`config.mk`:
```
export PLATFORM = sky130hd
export DESIGN_NAME = uart_bus_bridge
export DESIGN_NICKNAME = d
export VERILOG_FILES = /design/src/rtl/uart_bus_bridge.sv
export SDC_FILE = /design/constraint.sdc
export NUM_CORES = 1
export LEC_CHECK = 0
export CAP_MARGIN = 10
export CORE_MARGIN = 5
export CORE_UTILIZATION = 45
export CTS_BUF_LIST = sky130_fd_sc_hd__clkbuf_2 sky130_fd_sc_hd__clkbuf_4 sky130_fd_sc_hd__clkbuf_8
export DETAILED_ROUTE_END_ITERATION = 8
export PLACE_DENSITY_LB_ADDON = 0.1
export SLEW_MARGIN = 15
export SYNTH_ARGS = -nofsm -noshare
export SYNTH_HDL_FRONTEND = slang
export SYNTH_SLANG_ARGS = --single-unit
```
`constraint.sdc`:
```
create_clock -name clk -period 1.63 [get_ports clk]
set_input_delay 0.163 -clock clk [delete_from_list [all_inputs] [get_ports clk]]
set_output_delay 0.163 -clock clk [all_outputs]
set_load 0.005 [all_outputs]
```
`src/rtl/uart_bus_bridge.sv`:
```
// uart_bus_bridge
//   Serial-to-bus bridge. A host sends command packets over an 8N1 serial link
//   (LSB first). The bridge turns them into single 32-bit bus writes or reads,
//   stalls the CPU with `hold` while it owns the bus, and answers over `tx`.
//
//   Packets (multibyte fields LSB first):
//     0x57 A0..A3 D0..D3 -> bus write, answer 0x06
//     0x52 A0..A3        -> bus read,  answer D0..D3
//     0x50               -> ping,      answer 0x06
//     anything else      -> answer 0x15
//
//   Ports:
//     clk        system clock
//     rst_n      synchronous active-low reset
//     rx         serial input (asynchronous, idle high)
//     tx         serial output (idle high)
//     bus_cs     bus select
//     bus_ren    read strobe, one-cycle pulse
//     bus_wen    write strobe, one-cycle pulse
//     bus_addr   32-bit byte address
//     bus_wdata  32-bit write data
//     bus_rdata  32-bit read data, valid RD_LAT cycles after bus_ren
//     hold       CPU stall request while the bridge owns the bus
//     frame_err  one-cycle pulse when a stop bit is sampled low
//
//   Optional feature: define UART_BRIDGE_TIMEOUT_EN to abort a partial packet
//   (answering 0x15) when no byte arrives for TIMEOUT_CYC cycles.

module uart_bus_bridge #(
  parameter int CLK_DIV     = 87,
  parameter int RD_LAT      = 1,
  parameter int TIMEOUT_CYC = 100000
) (
  input  logic        clk,
  input  logic        rst_n,
  input  logic        rx,
  output logic        tx,
  output logic        bus_cs,
  output logic        bus_ren,
  output logic        bus_wen,
  output logic [31:0] bus_addr,
  output logic [31:0] bus_wdata,
  input  logic [31:0] bus_rdata,
  output logic        hold,
  output logic        frame_err
);

  localparam int            CW   = $clog2(CLK_DIV + 1);
  localparam logic [CW-1:0] HALF = CW'(CLK_DIV / 2);
  localparam logic [CW-1:0] LAST = CW'(CLK_DIV - 1);

  // ---------------- RX engine ----------------
  typedef enum logic [2:0] {RX_IDLE, RX_START, RX_DATA, RX_STOP, RX_WAIT} rx_state_t;

  rx_state_t     rx_state;
  logic          rx_meta, rx_sync;
  logic [CW-1:0] rx_cnt;
  logic [2:0]    rx_bit;
  logic [7:0]    rx_shift;
  logic          rx_valid;
  logic [7:0]    rx_data;

  // After the mid-start check the counter restarts, so each later sample at
  // LAST lands in the middle of its bit. After a bad stop bit we wait for the
  // line to return high so the remainder of the low stop bit is not taken as
  // a new start bit.
  always_ff @(posedge clk) begin
    if (!rst_n) begin
      rx_meta   <= 1'b1;
      rx_sync   <= 1'b1;
      rx_state  <= RX_IDLE;
      rx_cnt    <= '0;
      rx_bit    <= '0;
      rx_shift  <= '0;
      rx_valid  <= 1'b0;
      rx_data   <= '0;
      frame_err <= 1'b0;
    end else begin
      rx_meta   <= rx;
      rx_sync   <= rx_meta;
      rx_valid  <= 1'b0;
      frame_err <= 1'b0;
      case (rx_state)
        RX_IDLE: begin
          if (!rx_sync) begin
            rx_state <= RX_START;
            rx_cnt   <= '0;
          end
        end
        RX_START: begin
          if (rx_cnt == HALF) begin
            rx_cnt   <= '0;
            rx_bit   <= '0;
            rx_state <= rx_sync ? RX_IDLE : RX_DATA;
          end else begin
            rx_cnt <= rx_cnt + CW'(1);
          end
        end
        RX_DATA: begin
          if (rx_cnt == LAST) begin
            rx_cnt   <= '0;
            rx_shift <= {rx_sync, rx_shift[7:1]};
            rx_bit   <= rx_bit + 3'd1;
            if (rx_bit == 3'd7) rx_state <= RX_STOP;
          end else begin
            rx_cnt <= rx_cnt + CW'(1);
          end
        end
        RX_STOP: begin
          if (rx_cnt == LAST) begin
            rx_cnt <= '0;
            if (rx_sync) begin
              rx_valid <= 1'b1;
              rx_data  <= rx_shift;
              rx_state <= RX_IDLE;
            end else begin
              frame_err <= 1'b1;
              rx_state  <= RX_WAIT;
            end
          end else begin
            rx_cnt <= rx_cnt + CW'(1);
          end
        end
        RX_WAIT: begin
          if (rx_sync) rx_state <= RX_IDLE;
        end
        default: rx_state <= RX_IDLE;
      endcase
    end
  end

  // ---------------- TX engine ----------------
  logic          tx_busy;
  logic          tx_start;
  logic [7:0]    tx_byte;
  logic [8:0]    tx_shift;
  logic [CW-1:0] tx_cnt;
  logic [3:0]    tx_bit;

  // tx_bit counts the bit currently on the line (0 = start, 9 = stop).
  // The shift register carries the data bits followed by the stop bit.
  always_ff @(posedge clk) begin
    if (!rst_n) begin
      tx       <= 1'b1;
      tx_busy  <= 1'b0;
      tx_shift <= '0;
      tx_cnt   <= '0;
      tx_bit   <= '0;
    end else if (!tx_busy) begin
      if (tx_start) begin
        tx       <= 1'b0;
        tx_shift <= {1'b1, tx_byte};
        tx_cnt   <= '0;
        tx_bit   <= '0;
        tx_busy  <= 1'b1;
      end
    end else if (tx_cnt == LAST) begin
      tx_cnt <= '0;
      if (tx_bit == 4'd9) begin
        tx_busy <= 1'b0;
      end else begin
        tx       <= tx_shift[0];
        tx_shift <= {1'b1, tx_shift[8:1]};
        tx_bit   <= tx_bit + 4'd1;
      end
    end else begin
      tx_cnt <= tx_cnt + CW'(1);
    end
  end

  // ---------------- Packet FSM ----------------
  typedef enum logic [2:0] {
    P_IDLE, P_ADDR, P_DATA, P_BUS_WR, P_BUS_RD, P_RD_WAIT, P_RESP, P_NAK
  } pkt_state_t;

  pkt_state_t  state, state_nxt;
  logic        is_write;
  logic [1:0]  byte_cnt;
  logic [1:0]  wait_cnt;
  logic [31:0] resp_buf;
  logic [2:0]  resp_len;
  logic [2:0]  resp_sent;
  logic [2:0]  send_len;
  logic        timeout;

`ifdef UART_BRIDGE_TIMEOUT_EN
  localparam int TW = $clog2(TIMEOUT_CYC + 1);
  logic [TW-1:0] to_cnt;

  // Idle-gap counter, only running while a packet is partially received.
  always_ff @(posedge clk) begin
    if (!rst_n || rx_valid || !(state == P_ADDR || state == P_DATA)) begin
      to_cnt <= '0;
    end else if (!timeout) begin
      to_cnt <= to_cnt + TW'(1);
    end
  end

  assign timeout = (to_cnt == TW'(TIMEOUT_CYC));
`else
  // Without the feature a partial packet waits forever.
  assign timeout = (TIMEOUT_CYC < 0);
`endif

  always_ff @(posedge clk) begin
    if (!rst_n) state <= P_IDLE;
    else        state <= state_nxt;
  end

  // Bus strobes and hold are decoded from the state: each bus state lasts
  // exactly one cycle, which gives the one-cycle strobe pulses.
  always_comb begin
    state_nxt = state;
    tx_start  = 1'b0;
    tx_byte   = resp_buf[7:0];
    send_len  = resp_len;
    bus_cs    = 1'b0;
    bus_ren   = 1'b0;
    bus_wen   = 1'b0;
    hold      = 1'b0;
    case (state)
      P_IDLE: begin
        if (rx_valid) begin
          case (rx_data)
            8'h57, 8'h52: state_nxt = P_ADDR;
            8'h50:        state_nxt = P_RESP;
            default:      state_nxt = P_NAK;
          endcase
        end
      end
      P_ADDR: begin
        if (timeout)                           state_nxt = P_NAK;
        else if (rx_valid && byte_cnt == 2'd3) state_nxt = is_write ? P_DATA : P_BUS_RD;
      end
      P_DATA: begin
        if (timeout)                           state_nxt = P_NAK;
        else if (rx_valid && byte_cnt == 2'd3) state_nxt = P_BUS_WR;
      end
      P_BUS_WR: begin
        bus_cs    = 1'b1;
        bus_wen   = 1'b1;
        hold      = 1'b1;
        state_nxt = P_RESP;
      end
      P_BUS_RD: begin
        bus_cs    = 1'b1;
        bus_ren   = 1'b1;
        hold      = 1'b1;
        state_nxt = P_RD_WAIT;
      end
      P_RD_WAIT: begin
        hold = 1'b1;
        if (wait_cnt == 2'(RD_LAT)) state_nxt = P_RESP;
      end
      P_RESP, P_NAK: begin
        if (state == P_NAK) begin
          tx_byte  = 8'h15;
          send_len = 3'd1;
        end
        if (resp_sent != send_len) begin
          tx_start = !tx_busy;
        end else if (!tx_busy) begin
          state_nxt = P_IDLE;
        end
      end
      default: state_nxt = P_IDLE;
    endcase
  end

  // Packet datapath. Address and data bytes shift in from the top so that
  // after four LSB-first bytes the word is assembled in place.
  always_ff @(posedge clk) begin
    if (!rst_n) begin
      bus_addr  <= '0;
      bus_wdata <= '0;
      is_write  <= 1'b0;
      byte_cnt  <= '0;
      wait_cnt  <= '0;
      resp_buf  <= '0;
      resp_len  <= '0;
      resp_sent <= '0;
    end else begin
      case (state)
        P_IDLE: begin
          byte_cnt  <= '0;
          resp_sent <= '0;
          if (rx_valid) begin
            is_write <= (rx_data == 8'h57);
            resp_buf <= 32'h0000_0006;
            resp_len <= 3'd1;
          end
        end
        P_ADDR: begin
          if (rx_valid) begin
            bus_addr <= {rx_data, bus_addr[31:8]};
            byte_cnt <= byte_cnt + 2'd1;
          end
        end
        P_DATA: begin
          if (rx_valid) begin
            bus_wdata <= {rx_data, bus_wdata[31:8]};
            byte_cnt  <= byte_cnt + 2'd1;
          end
        end
        P_BUS_RD: wait_cnt <= 2'd1;
        P_RD_WAIT: begin
          if (wait_cnt == 2'(RD_LAT)) begin
            resp_buf <= bus_rdata;
            resp_len <= 3'd4;
          end else begin
            wait_cnt <= wait_cnt + 2'd1;
          end
        end
        P_RESP, P_NAK: begin
          if (tx_start) begin
            resp_sent <= resp_sent + 3'd1;
            resp_buf  <= {8'h00, resp_buf[31:8]};
          end
        end
        default: ;
      endcase
    end
  end

endmodule

```
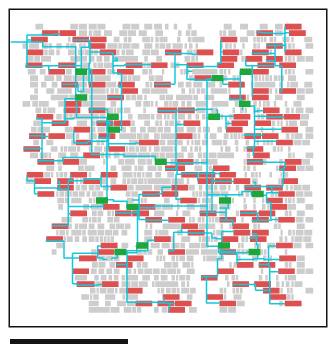
*Clock wires, drivers and flops, run 1*
Bar = 50 um.
- green: cells driving clock nets (count 17)
- red: flip-flops (count 164)
- cyan: clock wires (length 1,860 um)
- routed clock nets: 18
clock distribution power: 3.27 mW
clk_skew: 0.01242 ns
portion of total power attributed to the clock network: 0.336

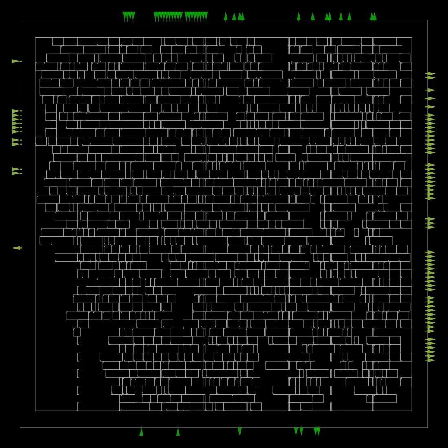
*Placement view, run 1*
layout filler cell count: 1,220
flop share of the area: 0.3362
well tap count: 188
standard-cell rows: 45

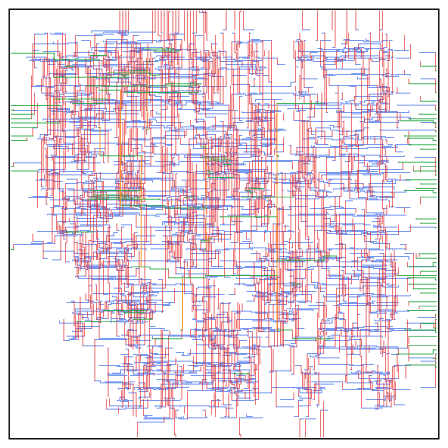
*Signal wires by layer, run 1*
- orange: met4 (wire length 220 um)
- green: met3 (wire length 918 um)
- red: met2 (wire length 9,240 um)
- blue: met1 (wire length 8,230 um)
Tot GR Track Use: 0.2023
WL/cell: 15.60 um

==> impl_metrics.toml, run 1 <==
# synthesis and place-and-route metrics
[status]
result_of_the_run = "finished, violations left"
failed_checks = "setup timing"

[power]
power_total_mw = 9.729
power.leakage_nw = 3.464
power_density_nw_per_um2 = 991.8
seq_power_mw = 4.20
combinationalPowerShare = 0.233
largestPowerGroup = "sequential cells"
switching_share = 0.2891

[worst_hold_path]
min-delay-path-class = "primary input to flop"
hold_path.startpoint = "rx"
min_to = "rx_meta"

[timing]
final-hold-violation-count = 0
setup_viol_count_final = 75
worst_slew_pin_slew_ns = 0.5627
smallest_setup_slack_after_layout_ns = -0.2228
final.setup.tns_ns = -9.478
final.min_clock_period_ns = 1.853
report.final.slew_viol_count = 0

[synth]
yosys_top_cell_area_share = 0.4782
ys_area_sq_um = 6865
yosys-top-cells-area = "sky130_fd_sc_hd__dfxtp_1 48%, sky130_fd_sc_hd__nand2_1 10%, sky130_fd_sc_hd__a21oi_1 5.8%, sky130_fd_sc_hd__nand3_1 4.4%, sky130_fd_sc_hd__a22oi_1 2.6%"
yosys_register_bits = 164
avgSynthCellArea_sq_um = 8.271
synth_cells = 830
synth_area_sq_um = 6865
yosysTopAreaCell = "sky130_fd_sc_hd__dfxtp_1"
number_of_cells_in_the_yosys_synthesis_report = 830
synth-async-reset-ratio = 0
simple_gate_area_frac = 0.2247

[layout]
n_all_inverters = 16
final_common_cell = "sky130_fd_sc_hd__nand2_1"
synth_to_final_area_change_pct = 42.88
finalCoreUtilization = 0.6501
layout.area.seq_sq_um = 3298
layout.cells.most_common_list = "179 x sky130_fd_sc_hd__nand2_1, 158 x sky130_fd_sc_hd__dfxtp_1, 99 x sky130_fd_sc_hd__clkdlybuf4s50_1"
sequential_cell_count = 164

[global_routing]
maximum_number_of_pins_on_one_net_before_global_route_repair = 96
globalRouteMet3Util = 0.04305
grt_util_met1 = 0.2594
grt-ovfl-total = 0

[placed_design]
place.port_buffers = 104
dp_cells = 1135
placedInstanceArea_sq_um = 8573

[setup_path]
worstPathBufferInverterCount = 1
crit_required_ns = 1.99
worst_setup_path_end_kind = "flop"
critical_path.top_delay_family = "AND-OR/OR-AND gates"
crit_path_top_delay_cell = "sky130_fd_sc_hd__dfxtp_4"

[detailed_routing]
firstDrtPassIters = 5
top_layer_used = "met4"

[floorplan]
die_extent_in_y_um = 133.5
die_width_um = 133.5
core_area_sq_um = 15090

[clocking]
cts.htree.levels = 4
tritoncts.num_buffers = 17
cts_buffer_depth = 2
post_cts_sizing_count = 112
cts_setup_buffers = 16

[job]
maxCapViolations = 0
## Run 2: what changed since run 1
--- a/config.mk
+++ b/config.mk
@@ -6,7 +6,6 @@
 export NUM_CORES = 1
 export LEC_CHECK = 0
 export CAP_MARGIN = 10
-export CORE_MARGIN = 5
 export CORE_UTILIZATION = 45
 export CTS_BUF_LIST = sky130_fd_sc_hd__clkbuf_2 sky130_fd_sc_hd__clkbuf_4 sky130_fd_sc_hd__clkbuf_8
 export DETAILED_ROUTE_END_ITERATION = 8
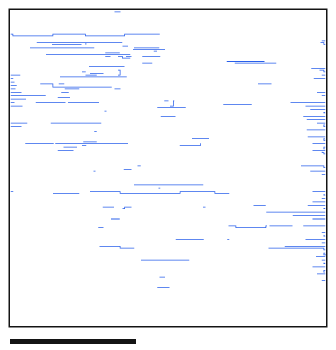
*M3 wires, run 2*
Bar = 50 um.
- share of all routed wire: 5.4%
- longest straight run: 33.6 um
- main direction: horizontal
- nets with wire on the layer: 110
routed vias: 6,646
routed wire length: 18,530 um

==> run 2 against run 1 <==
- the run ends with DRC, setup timing left
- cell count is 0.34% lower
- combinational power hardly changed
- total power shrank 0.92%
- critical path depth unchanged
- first-iteration DRC count is 13% higher
- cell area barely moved
- synthesized cell count unchanged
- wire length is 0.42% lower
- register-to-register slack worse by 0.02 ns
- critical path type unchanged
- critical endpoint is now resp_buf[7]
==> impl_metrics.toml, run 2 <==
# synthesis and place-and-route metrics
[layout]
n_all_inverters = 16
finalCoreUtilization = 0.6676
synth_to_final_area_change_pct = 42.94
seq_area_frac = 0.3358
layout.cells.most_common_list = "179 x sky130_fd_sc_hd__nand2_1, 160 x sky130_fd_sc_hd__dfxtp_1, 99 x sky130_fd_sc_hd__clkdlybuf4s50_1"

[synth]
yosys-top-cells-area = "sky130_fd_sc_hd__dfxtp_1 48%, sky130_fd_sc_hd__nand2_1 10%, sky130_fd_sc_hd__a21oi_1 5.8%, sky130_fd_sc_hd__nand3_1 4.4%, sky130_fd_sc_hd__a22oi_1 2.6%"
avgSynthCellArea_sq_um = 8.271
yosys_top_cell_area_share = 0.4782
simple_gate_area_frac = 0.2247
synth_cells = 830

[global_routing]
grt_util_met1 = 0.2969
grt-ovfl-total = 0
groute.usage.overall = 0.2305

[clocking]
tritoncts.num_buffers = 17
cts.htree.levels = 4
cts_setup_buffers = 7

[power]
power_density_nw_per_um2 = 982.3
largestPowerGroup = "sequential cells"
switching_share = 0.3068
clock_distribution_power_mw = 3.17
power_total_mw = 9.640
seq_power_mw = 4.21

[setup_path]
crit_path_top_delay_cell = "sky130_fd_sc_hd__dfxtp_4"
critical_path.top_delay_family = "AND-OR/OR-AND gates"
crit_required_ns = 2.00

[timing]
smallest_setup_slack_after_layout_ns = -0.2411
report.final.slew_viol_count = 0
setup_viol_count_final = 87
clk_skew_ns = 0.009236

[floorplan]
die_width_um = 125.5
tapCellCount = 184
std_cell_rows = 44

[placed_design]
dp_cells = 1137
place.port_buffers = 104

[status]
failed_checks = "DRC, setup timing"
result_of_the_run = "finished, violations left"

[worst_hold_path]
min_to = "rx_state[0]"
hold_path.startpoint = "rst_n"

[detailed_routing]
count_of_unresolved_drc_violations_after_routing = 12
top_layer_used = "met4"

[job]
maxCapViolations = 0
Power and IR drop assume default switching activity.
